File: src/rtl/led_pattern_pkg.sv
// Shared encodings for the PMOD LED pattern generator: modes, widths, bounce/breathe direction.
// Latency: n/a (types and constants only); backpressure: n/a.
package led_pattern_pkg;

    localparam int MODE_W  = 2;
    localparam int SPEED_W = 2;

    typedef enum logic [MODE_W-1:0] {
        MODE_BLINK   = 2'd0,
        MODE_CHASE   = 2'd1,
        MODE_BOUNCE  = 2'd2,
        MODE_BREATHE = 2'd3
    } mode_e;

    localparam logic DIR_UP   = 1'b0;
    localparam logic DIR_DOWN = 1'b1;

endpackage

File: src/rtl/button_debounce.sv
// Button conditioner: 2-flop synchroniser, stability counter, 1-cycle press pulse on debounced rise.
// Latency: raw edge to press pulse is 2 + DEB_CYCLES + 1 cycles; backpressure: none.
module button_debounce #(
    parameter int DEB_CYCLES = 1_000_000
) (
    input  logic clk,
    input  logic rst,
    input  logic but_i,
    output logic press_o
);

    localparam int CNT_W = (DEB_CYCLES > 1) ? $clog2(DEB_CYCLES) : 1;

    logic             sync1_q;
    logic             sync2_q;
    logic             level_q;
    logic             level_d;
    logic             level_dly_q;
    logic             press_q;
    logic [CNT_W-1:0] cnt_q;
    logic [CNT_W-1:0] cnt_d;

    // Counter only runs while the synchronised input disagrees with the accepted level.
    always_comb begin
        level_d = level_q;
        cnt_d   = '0;
        if (sync2_q != level_q) begin
            if (cnt_q == CNT_W'(DEB_CYCLES - 1)) begin
                level_d = sync2_q;
            end else begin
                cnt_d = cnt_q + CNT_W'(1);
            end
        end
    end

    always_ff @(posedge clk) begin
        if (rst) begin
            sync1_q     <= 1'b0;
            sync2_q     <= 1'b0;
            level_q     <= 1'b0;
            level_dly_q <= 1'b0;
            cnt_q       <= '0;
            press_q     <= 1'b0;
        end else begin
            sync1_q     <= but_i;
            sync2_q     <= sync1_q;
            level_q     <= level_d;
            level_dly_q <= level_q;
            cnt_q       <= cnt_d;
            press_q     <= level_q & ~level_dly_q;
        end
    end

    assign press_o = press_q;

endmodule

File: src/rtl/pmod_led_pattern.sv
// LED pattern generator (blink/chase/bounce/breathe) with button-selected mode and speed.
// Latency: pattern state updates on the step edge, led one cycle later; backpressure: none.
module pmod_led_pattern
    import led_pattern_pkg::*;
#(
    parameter int CHANNELS   = 8,
    parameter int DIV        = 10_000_000,
    parameter int DEB_CYCLES = 1_000_000,
    parameter int PWM_BITS   = 8,
    parameter int DUTY_STEP  = 16
) (
    input  logic                clk,
    input  logic                rst,
    input  logic [1:0]          but,
    output logic [CHANNELS-1:0] led,
    output logic [MODE_W-1:0]   mode,
    output logic [SPEED_W-1:0]  speed
);

    localparam int POS_W = (CHANNELS > 1) ? $clog2(CHANNELS) : 1;
    localparam int PRE_W = $clog2(DIV + 1);
    localparam logic [POS_W-1:0]    POS_LAST = POS_W'(CHANNELS - 1);
    localparam logic [PWM_BITS-1:0] DUTY_INC = PWM_BITS'(DUTY_STEP);
    localparam logic [PWM_BITS-1:0] DUTY_TOP = PWM_BITS'((1 << PWM_BITS) - DUTY_STEP);

    logic mode_press;
    logic speed_press;
    logic any_press;
    logic step;

    mode_e                mode_q,  mode_d;
    logic [SPEED_W-1:0]   speed_q, speed_d;
    logic [PRE_W-1:0]     pre_q,   pre_d;
    logic [PRE_W-1:0]     period_m1;
    logic [POS_W-1:0]     pos_q,   pos_d;
    logic                 dir_q,   dir_d;
    logic                 phase_q, phase_d;
    logic [PWM_BITS-1:0]  duty_q,  duty_d;
    logic [PWM_BITS-1:0]  pwm_q;
    logic [CHANNELS-1:0]  led_q,   led_d;

    button_debounce #(.DEB_CYCLES(DEB_CYCLES)) u_deb_mode (
        .clk     (clk),
        .rst     (rst),
        .but_i   (but[0]),
        .press_o (mode_press)
    );

    button_debounce #(.DEB_CYCLES(DEB_CYCLES)) u_deb_speed (
        .clk     (clk),
        .rst     (rst),
        .but_i   (but[1]),
        .press_o (speed_press)
    );

    assign any_press = mode_press | speed_press;
    assign period_m1 = PRE_W'(DIV >> speed_q) - PRE_W'(1);
    assign step      = (pre_q == period_m1);

    always_comb begin
        mode_d  = mode_q;
        speed_d = speed_q;
        pre_d   = step ? '0 : pre_q + PRE_W'(1);
        pos_d   = pos_q;
        dir_d   = dir_q;
        phase_d = phase_q;
        duty_d  = duty_q;

        if (mode_press) begin
            mode_d = mode_e'(mode_q + MODE_W'(1));
        end
        if (speed_press) begin
            speed_d = speed_q + SPEED_W'(1);
        end

        // A press restarts the pattern from a clean state and swallows any coincident step.
        if (any_press) begin
            pre_d   = '0;
            pos_d   = '0;
            dir_d   = DIR_UP;
            phase_d = 1'b0;
            duty_d  = '0;
        end else if (step) begin
            case (mode_q)
                MODE_BLINK: phase_d = ~phase_q;
                MODE_CHASE: pos_d = (pos_q == POS_LAST) ? '0 : pos_q + POS_W'(1);
                MODE_BOUNCE: begin
                    if (CHANNELS > 1) begin
                        if (dir_q == DIR_UP) begin
                            if (pos_q == POS_LAST) begin
                                dir_d = DIR_DOWN;
                                pos_d = pos_q - POS_W'(1);
                            end else begin
                                pos_d = pos_q + POS_W'(1);
                            end
                        end else begin
                            if (pos_q == '0) begin
                                dir_d = DIR_UP;
                                pos_d = POS_W'(1);
                            end else begin
                                pos_d = pos_q - POS_W'(1);
                            end
                        end
                    end
                end
                MODE_BREATHE: begin
                    if (dir_q == DIR_UP) begin
                        if (duty_q == DUTY_TOP) begin
                            dir_d  = DIR_DOWN;
                            duty_d = duty_q - DUTY_INC;
                        end else begin
                            duty_d = duty_q + DUTY_INC;
                        end
                    end else begin
                        if (duty_q == '0) begin
                            dir_d  = DIR_UP;
                            duty_d = duty_q + DUTY_INC;
                        end else begin
                            duty_d = duty_q - DUTY_INC;
                        end
                    end
                end
                default: ;
            endcase
        end

        led_d = '0;
        case (mode_q)
            MODE_BLINK:   led_d = {CHANNELS{phase_q}};
            MODE_CHASE,
            MODE_BOUNCE:  led_d[pos_q] = 1'b1;
            MODE_BREATHE: led_d = {CHANNELS{pwm_q < duty_q}};
            default: ;
        endcase
    end

    always_ff @(posedge clk) begin
        if (rst) begin
            mode_q  <= MODE_BLINK;
            speed_q <= '0;
            pre_q   <= '0;
            pos_q   <= '0;
            dir_q   <= DIR_UP;
            phase_q <= 1'b0;
            duty_q  <= '0;
            pwm_q   <= '0;
            led_q   <= '0;
        end else begin
            mode_q  <= mode_d;
            speed_q <= speed_d;
            pre_q   <= pre_d;
            pos_q   <= pos_d;
            dir_q   <= dir_d;
            phase_q <= phase_d;
            duty_q  <= duty_d;
            pwm_q   <= pwm_q + PWM_BITS'(1);
            led_q   <= led_d;
        end
    end

    assign led   = led_q;
    assign mode  = mode_q;
    assign speed = speed_q;

endmodule

File: config.mk
export PLATFORM = sky130hd
export DESIGN_NAME = pmod_led_pattern
export DESIGN_NICKNAME = d
export VERILOG_FILES = /design/src/rtl/led_pattern_pkg.sv /design/src/rtl/button_debounce.sv /design/src/rtl/pmod_led_pattern.sv
export SDC_FILE = /design/constraint.sdc
export NUM_CORES = 1
export LEC_CHECK = 0
export ABC_AREA = 1
export CAP_MARGIN = 20
export CORE_MARGIN = 1
export CORE_UTILIZATION = 40
export DETAILED_ROUTE_END_ITERATION = 12
export PLACE_DENSITY = 0.52
export SLEW_MARGIN = 20
export SYNTH_ARGS = -nofsm -noshare
export SYNTH_HDL_FRONTEND = slang
export SYNTH_SLANG_ARGS = --single-unit
File: constraint.sdc
create_clock -name clk -period 3 [get_ports clk]
set_input_delay 0.6 -clock clk [delete_from_list [all_inputs] [get_ports clk]]
set_output_delay 0.6 -clock clk [all_outputs]
set_load 0.02 [all_outputs]
**Where the registers sit**

(2 px per µm) Other sequential cells in the stronger gray, the rest of the logic in the fainter gray.
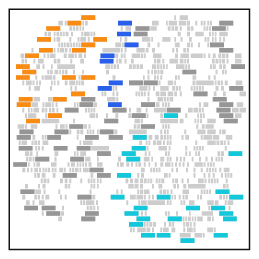
| color | signal | sequential cells |
|---|---|---|
| blue | `pwm_q` | 8 |
| cyan | `pre_q` | 24 |
| orange | `u_deb_mode.cnt_q` | 20 |
Seq. cell area: 2060 µm²
Seq. pwr: 0.00138 W
Final Util: 45.8%
Seq area share: 33.8%

**The metal 3 layer**

(2 px per µm) Cells faint in the background.
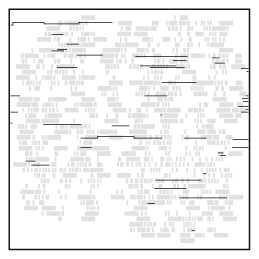
share of all routed wire: 3.7%
wire length on this layer: 418 µm
main direction: horizontal
nets with wire on the layer: 34
Routed WL: 11.5 mm
total vias in the final route: 4792
met3 usage: 3.78%

**Clock distribution**

(3 px per µm)
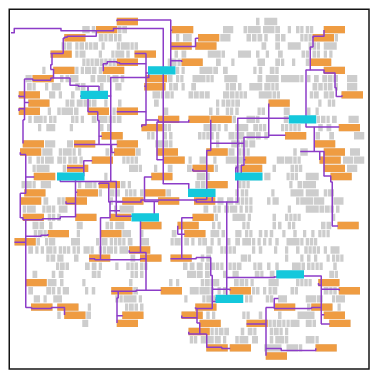
[purple] clock wires | length: 1340 µm
[orange] flip-flops | count: 103
[cyan] clock drivers | count: 9
flops lie: spread over the die

**Routing congestion**

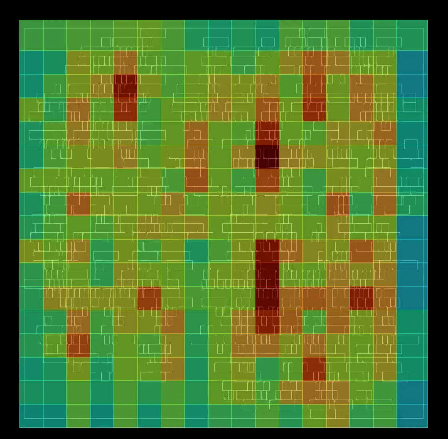
met2 Use GR: 29.1%
Routed WL per cell: 11.5 µm
met1 usage: 21.9%
GRT Total Usage: 17.4%

**Routed metal, one color a layer**

(2 px per µm)
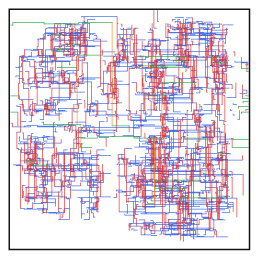
| color | layer | wire length |
|---|---|---|
| orange | metal 4 | 176 µm |
| blue | metal 1 | 5590 µm |
| red | metal 2 | 5270 µm |
| green | metal 3 | 418 µm |

==> Slide: Implementation Results <==
Implementation Results

Floorplanning
  – Die ar.: 14300 µm²
  – Io pins: 16
  – Die Ht: 119 µm
  – FP Rows: 42
  – Fp_density: 41.3%
  – Die W: 119 µm
  – Core footprint: 13300 µm²

STA
  – Setup TNS: 0 ns
  – Final setup viols: 0
  – Slew of the pin with the lowest slew margin: 0.786 ns
  – Pins Over Slew Limit: 0
  – Fmax: 0.404 GHz
  – Hold Violations, Final: 0
  – Final clock skew: 0.00632 ns
  – RSZ-0062 raised after global routing: false
  – Final Cycle Share: 82.4%
  – Final min period: 2.47 ns
  – Worst slew margin: 47.5%

Min path
  – Hold Path Class: reg -> reg

Worst setup path
  – Stages on the worst setup path: 12
  – CP bufs+invs: 2
  – Worst setup SP type: register
  – Crit-path cells: inv_1 > ha_1 > inv_2 > ha_1 > nand2_1 > nand3_1 > nor2_1 > nand2_1 > nor2_2 > nand2_1 > nand2_2 > nor3_1
  – Setup crit end kind: register
  – CP Max Fanout: 23
  – FF-to-FF Start: speed[0]$_SDFFE_PP0P_
  – Delay of the slowest critical-path stage: 0.49 ns
  – Arrival time worst endpoint: 2.69 ns
  – R2r setup slk: 0.53 ns
  – CP top delay family: simple AND/OR/NAND/NOR gates
  – CP endpoint: pre_q[13]$_SDFF_PP0_
  – Worst Path Class, Setup: reg -> reg
  – Most used cell, CP: nand2_1
  – Worst flop-to-flop path endpoint: pre_q[13]$_SDFF_PP0_
  – Worst R2R Path Depth: 12
  – Slowest cell on the critical path: dfxtp_1
  – CP required: 3.22 ns
  – Setup crit start: speed[0]$_SDFFE_PP0P_

Cells and area
  – Area Overhead vs Synth: 10.8%
  – Filler cell count: 1367
  – Most frequent logic cell in the layout: nand2_1
  – Area of the multi-input gates: 2920 µm²
  – Fraction of layout cells with a size suffix above 1: 5.48%
  – Most frequent cells in the layout: nand2_1 (193), nor2_1 (121), inv_1 (114)
  – Number of inserted diodes: 0
  – Net count, final: 846

Yosys
  – Max-area cell share: 37.4%
  – Avg Cell Area, Syn: 6.89 µm²
  – Seq cells post-synth: 103
  – Chip Area, Yosys: 5520 µm²
  – Predominant post-synthesis flop cell: dfxtp_1
  – Syn. warnings: 0
  – Yosys Instances: 800
  – Cell area after synthesis: 5520 µm²
  – Seq share, synth: 37.4%
  – Cell taking the most area after synthesis: dfxtp_1
  – Number of enable flip-flop cells: 0
  – Floorplan Nets: 830
  – Cell area leaders: dfxtp_1 (37%), nand2_1 (13%), nor2_1 (8.2%)
  – Syn Inst Count: 800
  – Yosys cell types: 37
  – Ys async rst share: 0%

Pwr
  – Worst vdd ir: 0.331 mV
  – Power Total: 0.00255 W
  – Power Density: 417 nW/µm²
  – P_leak: 2.37 nW

Flow run
  – Max cap viols: 0
  – Tool Warnings: 38

Clock tree
  – Root Buffer Master: clkbuf_16
  – CTS clk-pin slew, worst paths: 0.07 ns
  – Post-CTS setup buffer count: 0
  – Clock Path Buffers: 2
  – CTS Sinks: 103
  – Worst skew pair latency: 0.35 ns
  – CTS Hold Bufs: 0
  – Total CTS buffers: 9
  – Resize count post-CTS: 0
  – CTS tree: built
  – H-tree depth: 3

Placed design
  – GP Congestion: 0.826
  – Post-DP HPWL: 8.56 mm
  – Input/output buffers: 15

Route
  – Detailed Route Iter0 Violations: 189
  – Via density: 4.81
  – Met3 wire length: 418 µm
  – Final ANT Viol Nets: 0
  – Metal-1 WL: 5.59 mm
  – DR top layer: met4
  – DRC viols: 0
  – First-pass DRT Iterations: 5
  – Met2 WL post-DR: 5.27 mm

Global route
  – Largest net degree at the start of global routing: 24
  – First-pass GRT wire length: 20.2 mm
  – GRT busiest layer: met2
  – Global route overflow: 0
  – Vias in the first global route: 4438
  – Initial antenna violation count: 0

Status
  – Status: finished clean
==> Yosys cell counts, types with 4 or more instances <==
master     n
or2_2      4
buf_2      5
nor2_2     5
o21ai_0   25
nor2_1   121
xnor2_1   14
a21oi_1   37
dfxtp_1  103
nand3_1   36
nand2_1  193
nand4_1   18
inv_1    114
xor2_1    24
a31oi_1    4
nor3_1    32
nor4_1     6
ha_1      26
==> power by group <==
group | total (W) | internal, W | leakage (nW) | switching [W]
Combinational | 0.0000446 | 0.0000149 | 1.40 | 0.0000297
Clock | 0.00112 | 0.000592 | 0.137 | 0.000527
Sequential | 0.00138 | 0.00138 | 0.832 | 0.00000612
==> state kept, by name, indices dropped and copies added, names as in the netlist <==
register,cells
pre_q,24
u_deb_mode.cnt_q,20
u_deb_speed.cnt_q,20
led,8
pwm_q,8
duty_q,4
pos_q,3
mode,2
speed,2
dir_q,1
phase_q,1
u_deb_mode.level_dly_q,1
u_deb_mode.level_q,1
u_deb_mode.press_o,1
u_deb_mode.sync1_q,1
u_deb_mode.sync2_q,1
u_deb_speed.level_dly_q,1
u_deb_speed.level_q,1
u_deb_speed.press_o,1
u_deb_speed.sync1_q,1
u_deb_speed.sync2_q,1
==> per-stage QoR <==
| stage | utilization [%] | hold WS (ns) | setup WS, ns | cells | cell area [µm²] |
|---|---|---|---|---|---|
| final | 45.8 | 0.385 | 0.527 | 997 | 6110 |
| after global routing | 45.8 | 0.393 | 0.255 | 997 | 6110 |
| after CTS | 45.8 | 0.389 | 0.484 | 997 | 6110 |
| after detailed placement | 43.7 | 0.379 | 0.482 | 981 | 5830 |
| after global placement | 43.7 | 0.381 | 0.526 | 981 | 5830 |
| after floorplan | - | 0.373 | 0.880 | 800 | 5520 |
==> final cells by class <==
cell class / count / area share [%]
Multi-Input combinational cell: 565 / 47.8
Sequential cell: 103 / 33.8
Inverter: 118 / 7.25
Clock buffer: 11 / 3.97
Tap cell: 176 / 3.61
Timing Repair Buffer: 19 / 2.95
Clock inverter: 5 / 0.635
==> worst min-delay path by stage <==
stage	cells past startpoint	startpoint	end	slack, ns
after floorplan	1	u_deb_mode.level_dly_q$_SDFF_PP0_	u_deb_mode.press_o$_SDFF_PP0_	0.37
after CTS	1	u_deb_speed.level_dly_q$_SDFF_PP0_	u_deb_speed.press_o$_SDFF_PP0_	0.39
after detailed placement	1	u_deb_speed.level_dly_q$_SDFF_PP0_	u_deb_speed.press_o$_SDFF_PP0_	0.38
after global placement	1	u_deb_mode.level_dly_q$_SDFF_PP0_	u_deb_mode.press_o$_SDFF_PP0_	0.38
after global routing	1	u_deb_speed.level_dly_q$_SDFF_PP0_	u_deb_speed.press_o$_SDFF_PP0_	0.39
final	1	u_deb_mode.level_dly_q$_SDFF_PP0_	u_deb_mode.press_o$_SDFF_PP0_	0.39
==> cells by family (layout without fill, tap and decap cells) <==
logic type / Yosys count / after routing / share of synthesized area [%]
DFF: 103 / 103 / 37.4
adders and majority gates: 26 / 26 / 5.90
muxes: 1 / 1 / 0.204
and+or+nand+nor: 431 / 431 / 34.3
xor gates and xnor gates: 38 / 38 / 6.03
AOI/OAI and AO/OA: 69 / 69 / 6.49
buffers and inverters: 132 / 153 / 9.64
No activity file was given, so power comes from the tool's default toggle rates.
